`src/rtl/pattern_capture_sched_if.sv`:
```
// Bundle of serial inputs and capture/replay outputs shared between
// pattern_capture_sched and whatever drives or observes it.
interface pattern_capture_sched_if #(
    parameter int LANES = 4,
    parameter int WIDTH = 4
);
    localparam int LW = (LANES > 1) ? $clog2(LANES) : 1;

    logic [LANES-1:0]       serial_in;
    logic [LANES*WIDTH-1:0] lane_sr;
    logic [WIDTH-1:0]       replay;
    logic                   replay_valid;
    logic [LW-1:0]          replay_lane;
    logic                   busy;
    logic                   done;
    logic                   dropped;

    modport master (
        output serial_in,
        input  lane_sr, replay, replay_valid, replay_lane, busy, done, dropped
    );

    modport slave (
        input  serial_in,
        output lane_sr, replay, replay_valid, replay_lane, busy, done, dropped
    );
endinterface

```
`src/rtl/pattern_capture_sched.sv`:
```
// Shares one snapshot buffer among LANES serial lanes: a rising edge requests a
// DEPTH-deep capture of that lane's shift register, which is then replayed.
//
// state     | meaning
// S_IDLE    | waiting for a pending request, grants round-robin winner
// S_CAPTURE | writing DEPTH snapshots of the selected lane into the buffer
// S_REPLAY  | driving the buffered snapshots out on replay
// S_DONE    | clearing replay and pulsing done for one cycle
module pattern_capture_sched #(
    parameter int LANES = 4,
    parameter int WIDTH = 4,
    parameter int DEPTH = 4
) (
    input  logic                    clk,
    input  logic                    nrst,
    pattern_capture_sched_if.slave  bus
);
    localparam int LW = (LANES > 1) ? $clog2(LANES) : 1;
    localparam int CW = $clog2(DEPTH);

    typedef enum logic [1:0] {
        S_IDLE    = 2'd0,
        S_CAPTURE = 2'd1,
        S_REPLAY  = 2'd2,
        S_DONE    = 2'd3
    } state_t;

    state_t           r_state;
    logic [WIDTH-1:0] r_sr  [LANES];
    logic [WIDTH-1:0] r_mem [DEPTH];
    logic [LANES-1:0] r_prev;
    logic [LANES-1:0] r_pend;
    logic [LW-1:0]    r_last;
    logic [LW-1:0]    r_sel;
    logic [CW-1:0]    r_cnt;
    logic [WIDTH-1:0] r_replay;
    logic             r_valid;
    logic             r_done;
    logic             r_dropped;

    logic [LANES-1:0] w_edge;
    logic [LANES-1:0] w_clr;
    logic             w_any;
    logic             w_found;
    logic [LW-1:0]    w_winner;
    logic [LW-1:0]    w_idx;

    assign w_edge = bus.serial_in & ~r_prev;
    assign w_any  = |r_pend;

    // Round-robin: first pending lane strictly after the last granted one.
    always_comb begin
        w_found  = 1'b0;
        w_winner = r_last;
        w_idx    = '0;
        for (int i = 1; i <= LANES; i++) begin
            w_idx = LW'((int'(r_last) + i) % LANES);
            if (!w_found && r_pend[w_idx]) begin
                w_found  = 1'b1;
                w_winner = w_idx;
            end
        end
    end

    assign w_clr = (r_state == S_IDLE && w_any) ? (LANES'(1) << w_winner) : '0;

    always_ff @(posedge clk or negedge nrst) begin
        if (!nrst) begin
            for (int l = 0; l < LANES; l++) r_sr[l] <= '0;
            r_prev    <= '0;
            r_pend    <= '0;
            r_dropped <= 1'b0;
        end else begin
            for (int l = 0; l < LANES; l++) r_sr[l] <= {r_sr[l][WIDTH-2:0], bus.serial_in[l]};
            r_prev    <= bus.serial_in;
            // A new edge beats a same-cycle grant, so the request is re-queued.
            r_pend    <= (r_pend & ~w_clr) | w_edge;
            r_dropped <= |(w_edge & r_pend & ~w_clr);
        end
    end

    always_ff @(posedge clk or negedge nrst) begin
        if (!nrst) begin
            r_state  <= S_IDLE;
            for (int d = 0; d < DEPTH; d++) r_mem[d] <= '0;
            r_last   <= LW'(LANES - 1);
            r_sel    <= '0;
            r_cnt    <= '0;
            r_replay <= '0;
            r_valid  <= 1'b0;
            r_done   <= 1'b0;
        end else begin
            r_done <= 1'b0;
            case (r_state)
                S_IDLE: begin
                    if (w_any) begin
                        r_sel   <= w_winner;
                        r_last  <= w_winner;
                        r_cnt   <= '0;
                        r_state <= S_CAPTURE;
                    end
                end
                S_CAPTURE: begin
                    r_mem[r_cnt] <= r_sr[r_sel];
                    if (r_cnt == CW'(DEPTH - 1)) begin
                        r_cnt   <= '0;
                        r_state <= S_REPLAY;
                    end else begin
                        r_cnt <= r_cnt + 1'b1;
                    end
                end
                S_REPLAY: begin
                    r_replay <= r_mem[r_cnt];
                    r_valid  <= 1'b1;
                    if (r_cnt == CW'(DEPTH - 1)) begin
                        r_state <= S_DONE;
                    end else begin
                        r_cnt <= r_cnt + 1'b1;
                    end
                end
                S_DONE: begin
                    r_replay <= '0;
                    r_valid  <= 1'b0;
                    r_done   <= 1'b1;
                    r_state  <= S_IDLE;
                end
                default: r_state <= S_IDLE;
            endcase
        end
    end

    for (genvar l = 0; l < LANES; l++) begin : g_lane_out
        assign bus.lane_sr[l*WIDTH +: WIDTH] = r_sr[l];
    end

    assign bus.replay       = r_replay;
    assign bus.replay_valid = r_valid;
    assign bus.replay_lane  = r_sel;
    assign bus.busy         = (r_state != S_IDLE);
    assign bus.done         = r_done;
    assign bus.dropped      = r_dropped;
endmodule
```
`src/flat_wrapper.sv`:
```
// flat-port wrapper written by rule: the top's interface ports become plain ports
module pattern_capture_sched_flat 
#(
    parameter int LANES = 4,
    parameter int WIDTH = 4,
    parameter int DEPTH = 4
)
  (clk, nrst, bus_serial_in, bus_lane_sr, bus_replay, bus_replay_valid, bus_replay_lane, bus_busy, bus_done, bus_dropped);
  pattern_capture_sched_if #(.LANES(LANES), .WIDTH(WIDTH)) bus_i ();
  input  logic clk;
  input  logic nrst;
  input wire logic [$bits(bus_i.serial_in)-1:0] bus_serial_in;
  output wire logic [$bits(bus_i.lane_sr)-1:0] bus_lane_sr;
  output wire logic [$bits(bus_i.replay)-1:0] bus_replay;
  output wire logic [$bits(bus_i.replay_valid)-1:0] bus_replay_valid;
  output wire logic [$bits(bus_i.replay_lane)-1:0] bus_replay_lane;
  output wire logic [$bits(bus_i.busy)-1:0] bus_busy;
  output wire logic [$bits(bus_i.done)-1:0] bus_done;
  output wire logic [$bits(bus_i.dropped)-1:0] bus_dropped;
  assign bus_i.serial_in = bus_serial_in;
  assign bus_lane_sr = bus_i.lane_sr;
  assign bus_replay = bus_i.replay;
  assign bus_replay_valid = bus_i.replay_valid;
  assign bus_replay_lane = bus_i.replay_lane;
  assign bus_busy = bus_i.busy;
  assign bus_done = bus_i.done;
  assign bus_dropped = bus_i.dropped;
  pattern_capture_sched #(.LANES(LANES), .WIDTH(WIDTH), .DEPTH(DEPTH)) u_core (.clk(clk), .nrst(nrst), .bus(bus_i));
endmodule
```
`config.mk`:
```
export PLATFORM = sky130hd
export DESIGN_NAME = pattern_capture_sched_flat
export DESIGN_NICKNAME = d
export VERILOG_FILES = /design/src/rtl/pattern_capture_sched_if.sv /design/src/rtl/pattern_capture_sched.sv /design/src/flat_wrapper.sv
export SDC_FILE = /design/constraint.sdc
export NUM_CORES = 1
export LEC_CHECK = 0
export CORE_ASPECT_RATIO = 2
export CORE_MARGIN = 4
export CORE_UTILIZATION = 45
export DETAILED_ROUTE_END_ITERATION = 8
export PLACE_DENSITY = 0.77
export SETUP_SLACK_MARGIN = 0.4
export SYNTH_ARGS = -nofsm -noshare
export SYNTH_HDL_FRONTEND = slang
export SYNTH_SLANG_ARGS = --single-unit
```
`constraint.sdc`:
```
create_clock -name clk -period 2.4 [get_ports clk]
set_input_delay 0.36 -clock clk [delete_from_list [all_inputs] [get_ports clk]]
set_output_delay 0.36 -clock clk [all_outputs]
set_load 0.01 [all_outputs]
```
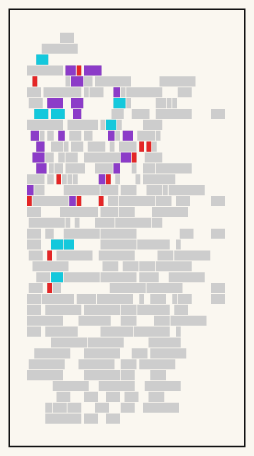
Figure 1: selected gate families.
(4 px per um)
Key: aoi and oai cells = purple [cells 19]; inv cells = red [cells 12]; non-inverting ao/oa cells = cyan [cells 8]
logic share of the area: 34.52%
Top cell excl fill/tap: dfrtp_1
post-route insts no fill: 269

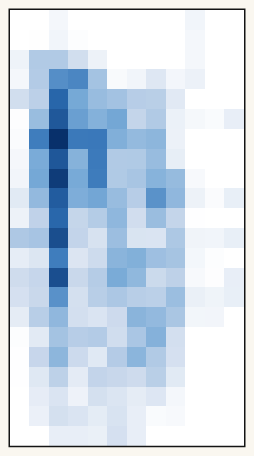
Figure 2: wire density map.
(4 px per um) The die is cut into 12 by 22 equal tiles; white is low, dark blue is high, scaled to the fullest tile. Values are wire area over tile area, all layers added.
The mean over all tiles is 0.12. The fullest tile reaches 0.57. 9.1% of the tiles are over half the peak. The densest ninth of the die: west. 28% of the tiles are nearly empty. The emptiest ninth of the die: north-east.
Via Count: 1533
Post-Route WL: 4.737 mm
routed len/inst: 17.61 um
Tot GR Track Use: 16.81%

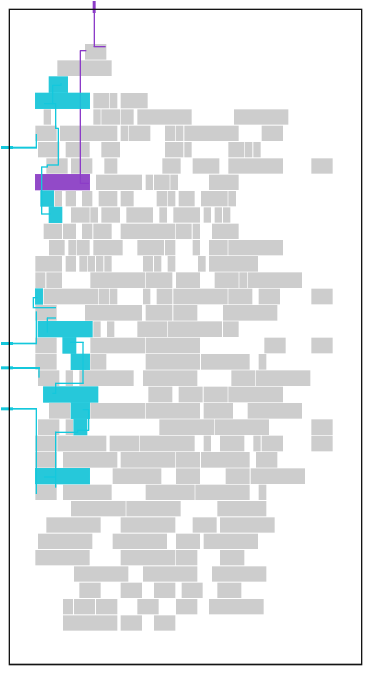
Figure 3: port wiring.
(6 px per um)
Key: `bus_serial_in` = cyan [direction input, end cells 12, buffers 4, wire 116 um]; `bus_dropped` = purple [direction output, end cells 1, buffers 1, wire 32.1 um]

==> impl_metrics.env <==
# flow metrics
export IMPL_outcome="complete, no violations"
export IMPL_diodes=0
export IMPL_io_buffers=31
export IMPL_nClkBuffers=6
export IMPL_aoi_share_pct=8.893
export IMPL_buffer_area_share_pct=11.91
export IMPL_syn_avg_cell_area_um2=13.18
export IMPL_hold_path_class="primary input to async pin"
export IMPL_top_area_share_pct=53.46
export IMPL_total_power_mw=3.459
export IMPL_postCtsHoldBufs=0
export IMPL_cp_depth=1
export IMPL_die_area_um2=6372
export IMPL_max_freq_mhz=551.3
export IMPL_synth_main_ff_cell="dfrtp_1"
export IMPL_cp_data_required_time_ps=2040
export IMPL_synth_cell_types=39
export IMPL_floorplan_nets=189
export IMPL_n_all_buffers=34
export IMPL_routabilityCongestion=0.8392
export IMPL_cp_data_arrival_time_ps=1450
export IMPL_cts_buffers=5
export IMPL_lay_top_cells="49 x dfrtp_1, 29 x clkdlybuf4s50_1, 16 x mux2_2, 15 x nand2_1, 12 x nor2_1"
export IMPL_clk_share_pct=3.249
export IMPL_end_kind="primary output"
export IMPL_dr_pass1_iters=4
export IMPL_seq_area_frac_synth_pct=55.76
export IMPL_yosys_cells=174
export IMPL_dp_hpwl_mm=3.641
export IMPL_wl_met3_um=143
export IMPL_drt_iter0_markers=19
export IMPL_critPathMaxFanout=6
export IMPL_path_cells="clkdlybuf4s50_1"
export IMPL_crit_path_end="bus_replay_lane[0]"
export IMPL_timing_rr_end="u_core.bus.dropped"
export IMPL_cts_setup_buffers=1
export IMPL_syn_inst=174
export IMPL_clk_pin_slew_ps=90
export IMPL_simple_gate_share_pct=9.493
export IMPL_skew_ps=7.426
export IMPL_gr_usage_met1_pct=16.67
export IMPL_reg2regPathDepth=5
export IMPL_ys_sh_adder_pct=4.910
export IMPL_grt_util_met3_pct=2.607
## per-stage QoR
stage | cell area, um^2 | utilization [%] | std cells | hold WS, ps | setup slack [ps]
2_1_floorplan | 2293 | - | 174 | 64.41 | 877.6
3_3_place_gp | 2660 | 54.18 | 260 | 388.9 | 624.7
3_5_place_dp | 2660 | 54.18 | 260 | 395.0 | 580.6
4_1_cts | 2770 | 56.42 | 269 | 167.7 | 403.3
5_1_grt | 2773 | 56.47 | 269 | 187.4 | 507.1
6_report | 2773 | 56.47 | 269 | 144.5 | 586.1
## power by group
group,leakage (nW),switching (mW),internal [mW]
combinational,0.556,0.700,0.824
sequential,0.596,0.272,1.17
clock,0.0454,0.286,0.210
total,1.20,1.26,2.20
Power and IR drop assume default switching activity.
